$ cat src/rtl/univ_shift_reg_if.sv
// univ_shift_reg_if: control, data and status bundle of the universal shift register.
interface univ_shift_reg_if #(parameter int WIDTH = 8);
   localparam int CW = $clog2(WIDTH + 1);
   logic             enable;
   logic [1:0]       mode;
   logic             sr_in;
   logic             sl_in;
   logic [WIDTH-1:0] d_in;
   logic [WIDTH-1:0] Q_out;
   logic [WIDTH-1:0] Qb_out;
   logic             sr_out;
   logic             sl_out;
   logic [CW-1:0]    shift_cnt;
   logic             full_shift;
   modport master (
      output enable, mode, sr_in, sl_in, d_in,
      input  Q_out, Qb_out, sr_out, sl_out, shift_cnt, full_shift
   );
   modport slave (
      input  enable, mode, sr_in, sl_in, d_in,
      output Q_out, Qb_out, sr_out, sl_out, shift_cnt, full_shift
   );
endinterface

$ cat src/rtl/univ_shift_reg.sv
// univ_shift_reg: hold/shift-right/shift-left/load register with optional rotate,
// registered complement output and a saturating shift counter with full-word pulse.
module univ_shift_reg #(
   parameter int               WIDTH     = 8,
   parameter logic [WIDTH-1:0] RESET_VAL = '0,
   parameter bit               ROTATE    = 1'b0
) (
   input logic             clock,
   input logic             reset,
   univ_shift_reg_if.slave bus
);
   localparam int            CW      = $clog2(WIDTH + 1);
   localparam logic [CW-1:0] CNT_MAX = CW'(WIDTH);
   logic [WIDTH-1:0] q_d, q_q, qb_d, qb_q, shr, shl;
   logic [CW-1:0]    cnt_d, cnt_q;
   logic             full_d, full_q, shift, load;
   always_comb begin
      shr    = {ROTATE ? q_q[0] : bus.sr_in, q_q[WIDTH-1:1]};
      shl    = {q_q[WIDTH-2:0], ROTATE ? q_q[WIDTH-1] : bus.sl_in};
      shift  = bus.enable && (bus.mode[1] ^ bus.mode[0]);
      load   = bus.enable && (bus.mode == 2'b11);
      q_d    = load ? bus.d_in : !shift ? q_q : bus.mode[0] ? shr : shl;
      qb_d   = ~q_d;
      cnt_d  = load ? '0 : (shift && cnt_q != CNT_MAX) ? cnt_q + 1'b1 : cnt_q;
      // pulse only on the transition into saturation, never while already saturated
      full_d = shift && (cnt_q == CNT_MAX - 1'b1);
   end
   always_ff @(posedge clock or negedge reset)
      if (!reset) begin
         q_q    <= RESET_VAL;
         qb_q   <= ~RESET_VAL;
         cnt_q  <= '0;
         full_q <= 1'b0;
      end else begin
         q_q    <= q_d;
         qb_q   <= qb_d;
         cnt_q  <= cnt_d;
         full_q <= full_d;
      end
   assign bus.Q_out      = q_q;
   assign bus.Qb_out     = qb_q;
   assign bus.sr_out     = q_q[0];
   assign bus.sl_out     = q_q[WIDTH-1];
   assign bus.shift_cnt  = cnt_q;
   assign bus.full_shift = full_q;
endmodule

$ cat src/flat_wrapper.sv
// flat-port wrapper written by rule: the top's interface ports become plain ports
module univ_shift_reg_flat 
#(
   parameter int               WIDTH     = 8,
   parameter logic [WIDTH-1:0] RESET_VAL = '0,
   parameter bit               ROTATE    = 1'b0
)
  (clock, reset, bus_enable, bus_mode, bus_sr_in, bus_sl_in, bus_d_in, bus_Q_out, bus_Qb_out, bus_sr_out, bus_sl_out, bus_shift_cnt, bus_full_shift);
  univ_shift_reg_if #(.WIDTH(WIDTH)) bus_i ();
  input logic clock;
  input logic reset;
  input wire logic [$bits(bus_i.enable)-1:0] bus_enable;
  input wire logic [$bits(bus_i.mode)-1:0] bus_mode;
  input wire logic [$bits(bus_i.sr_in)-1:0] bus_sr_in;
  input wire logic [$bits(bus_i.sl_in)-1:0] bus_sl_in;
  input wire logic [$bits(bus_i.d_in)-1:0] bus_d_in;
  output wire logic [$bits(bus_i.Q_out)-1:0] bus_Q_out;
  output wire logic [$bits(bus_i.Qb_out)-1:0] bus_Qb_out;
  output wire logic [$bits(bus_i.sr_out)-1:0] bus_sr_out;
  output wire logic [$bits(bus_i.sl_out)-1:0] bus_sl_out;
  output wire logic [$bits(bus_i.shift_cnt)-1:0] bus_shift_cnt;
  output wire logic [$bits(bus_i.full_shift)-1:0] bus_full_shift;
  assign bus_i.enable = bus_enable;
  assign bus_i.mode = bus_mode;
  assign bus_i.sr_in = bus_sr_in;
  assign bus_i.sl_in = bus_sl_in;
  assign bus_i.d_in = bus_d_in;
  assign bus_Q_out = bus_i.Q_out;
  assign bus_Qb_out = bus_i.Qb_out;
  assign bus_sr_out = bus_i.sr_out;
  assign bus_sl_out = bus_i.sl_out;
  assign bus_shift_cnt = bus_i.shift_cnt;
  assign bus_full_shift = bus_i.full_shift;
  univ_shift_reg #(.WIDTH(WIDTH), .RESET_VAL(RESET_VAL), .ROTATE(ROTATE)) u_core (.clock(clock), .reset(reset), .bus(bus_i));
endmodule
$ cat config.mk
export PLATFORM = sky130hd
export DESIGN_NAME = univ_shift_reg_flat
export DESIGN_NICKNAME = d
export VERILOG_FILES = /design/src/rtl/univ_shift_reg_if.sv /design/src/rtl/univ_shift_reg.sv /design/src/flat_wrapper.sv
export SDC_FILE = /design/constraint.sdc
export NUM_CORES = 1
export LEC_CHECK = 0
export CAP_MARGIN = 10
export CORE_UTILIZATION = 40
export DETAILED_ROUTE_END_ITERATION = 8
export PLACE_DENSITY = 0.71
export SLEW_MARGIN = 10
export SYNTH_ARGS = -nofsm -noshare
export SYNTH_HDL_FRONTEND = slang
export SYNTH_SLANG_ARGS = --single-unit
$ cat constraint.sdc
create_clock -name clock -period 1.8 [get_ports clock]
set_input_delay 0.54 -clock clock [delete_from_list [all_inputs] [get_ports clock]]
set_output_delay 0.54 -clock clock [all_outputs]
set_load 0.01 [all_outputs]
Fig. 1: the metal 1 layer
The bar under the picture is 20 microns long.
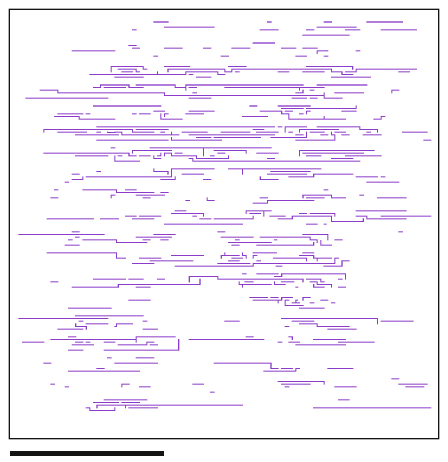
share of all routed wire	45%
nets with wire on the layer	160
vias: 1047
DRT Wirelength: 2930 microns

Fig. 2: signal wires on met2
The bar under the picture is 20 microns long.
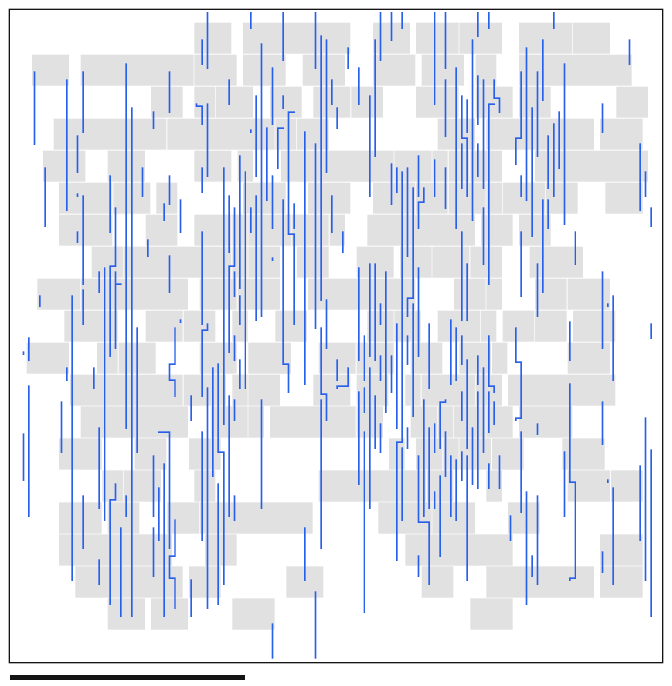
wire length on this layer	1490 microns
nets with wire on the layer	168
main direction	vertical
global routing usage on met2: 0.346

Fig. 3: M3 wires
The bar under the picture is 20 microns long.
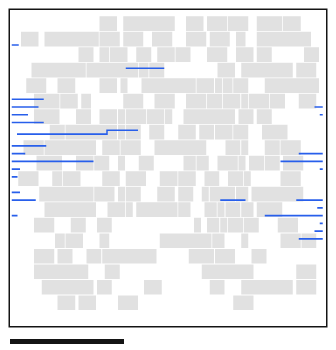
wire length on this layer	113 microns
nets with wire on the layer	26
longest straight run	15.6 microns

==> results.cfg <==
; flow metrics
[synth]
xor_share = 0
simple_gate_share = 0.0887
compound_area_frac = 0.265
synth_area_per_cell_sq_um = 10.8
synth_seq_share = 0.469
netlist_logic_family_top = AND-OR/OR-AND gates
yosys.area.top_type = dfrtp_1
area_leaders = dfrtp_1 28%, dfstp_2 18%, mux2i_1 7.9%, a21oi_2 6.1%, o22a_1 6.1%
ys_chip_area_sq_mm = 0.00114

[sta]
finalSetupViolCount = 0
hold_viol_final = 0
setup_ws_ns = 0.0539
slew_headroom = 0.785
tightest_slew_ns = 0.322
min_period_ns = 1.75
post-route-period-util = 0.970

[grt]
grt_pass1_wl_microns = 4930
grt_max_degree = 22

[clock_network]
cts_buffers = 3
clkSinkCount = 21
clk_path_buf_depth = 2
cts.reportedPaths.clkPinSlew_ns = 0.12
root_buffer = clkbuf_4
holdBufCountCts = 0

[finish]
final_cell_mix = 26 x buf_4, 23 x clkdlybuf4s50_1, 13 x dfrtp_1
nFillCells = 250
syn_to_final_growth_pct = 51.8
final_layout_size_suffix_gt1_frac = 0.291
layout_top_cell = buf_4
num-nets-final = 184

[worst_setup_path]
required_ns = 1.26
max_stage_delay_ns = 0.53
timing.rr.start = u_core.bus.shift_cnt[1]
critPathCapture = bus_Q_out[6]
r2r_setup_slack_ns = 0.29
cp.depth = 1

[power]
p_switching_uw = 700
comb_power_share = 0.538
netSwitchingFraction = 0.348

[drt]
routedWlPerCell_microns = 14.9
via_per_inst = 5.34
drt_iter0_markers = 15

[placed_design]
pre_cts_slack_ns = -0.184
portBuffers = 37

[run_status]
outcome = complete, no violations

[run]
cap_violations = 0

[floorplan]
die_w_microns = 55.4
Fig. 4: cell area per tile
11 x 11 tiles, from white (low) to dark blue (high), 0 to 100% covered.
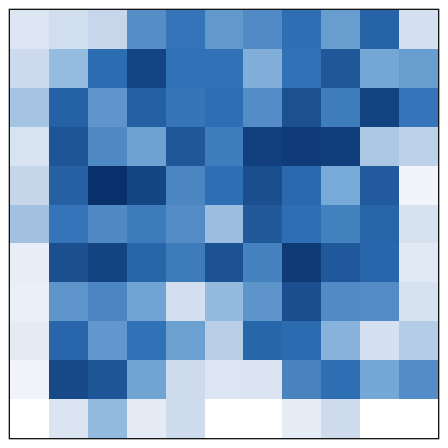
fullest tile	100%
tiles over 75% full	29%
mean over tiles	55%
Layout Utilization: 0.634
core area: 0.00273 sq mm
Starting Density: 0.418

Fig. 5: routing congestion
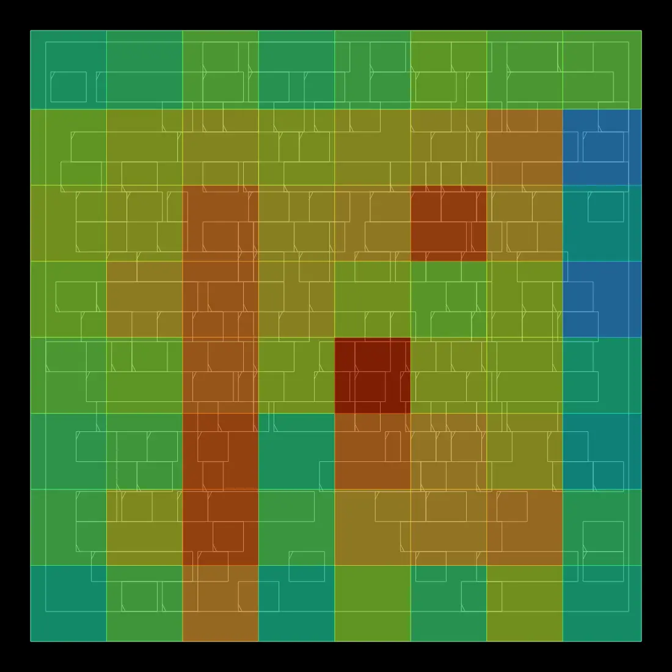
grt met1 use: 0.252
busiest layer in global routing: met2
GRT Util Overall: 0.200
met3 usage: 0.0304

per-stage QoR:
stage,power (uW),setup TNS (ns),instances
2_1_floorplan,1230,0,106
4_1_cts,2000,0,193
3_5_place_dp,1680,-2.63,177
5_1_grt,2160,0,196
6_report,2010,0,196
3_3_place_gp,1650,-2.21,177
final cells by class:
| cell class | instances | area (sq um) | share of cell area |
|---|---|---|---|
| tap | 31 | 38.8 | 0.0224 |
| clock buffer | 4 | 26.3 | 0.0152 |
| timing repair buffer | 64 | 587 | 0.338 |
| sequential | 21 | 536 | 0.309 |
| inverter | 4 | 15.0 | 0.00866 |
| multi-input combinational | 72 | 532 | 0.307 |
per-layer routing:
| metal | wire (microns) | track usage | part of all wire |
|---|---|---|---|
| met5 | 0 | 0 | 0 |
| met4 | 15 | 0.0750 | 0.0051 |
| met3 | 112 | 0.0304 | 0.038 |
| met2 | 1490 | 0.346 | 0.51 |
| met1 | 1310 | 0.252 | 0.45 |
power by group through the flow:
stage               logic, uW  registers, uW  clock network [uW]
finish                   1080            701                 230
global route             1180            718                 263
CTS                      1050            707                 243
detailed placement        897            780                   0
global placement          871            777                   0
floorplan                 404            828                   0
cell usage after synthesis:
master,number
dfstp_2,8
nand2_1,3
o21ai_1,8
buf_4,3
o22ai_1,2
a22oi_1,1
buf_2,3
ha_1,3
nand2_2,1
buf_8,1
nor2_1,9
o21a_1,9
a21oi_2,8
inv_1,4
buf_1,1
clkbuf_1,1
mux2i_1,9
o2111ai_1,2
and2_4,1
nand4_1,1
o22a_1,8
nor2b_1,2
dfrtp_1,13
and4b_1,1
nand2b_1,2
o311ai_1,2
what timing repair did:
item,4_1_cts,5_1_grt
pin swaps,0,0
setup endpoints to repair,21,7
resized,9,5
gates cloned,0,0
buffers inserted,12,3
Power figures rest on the tool's default switching activity, not on a simulated workload.
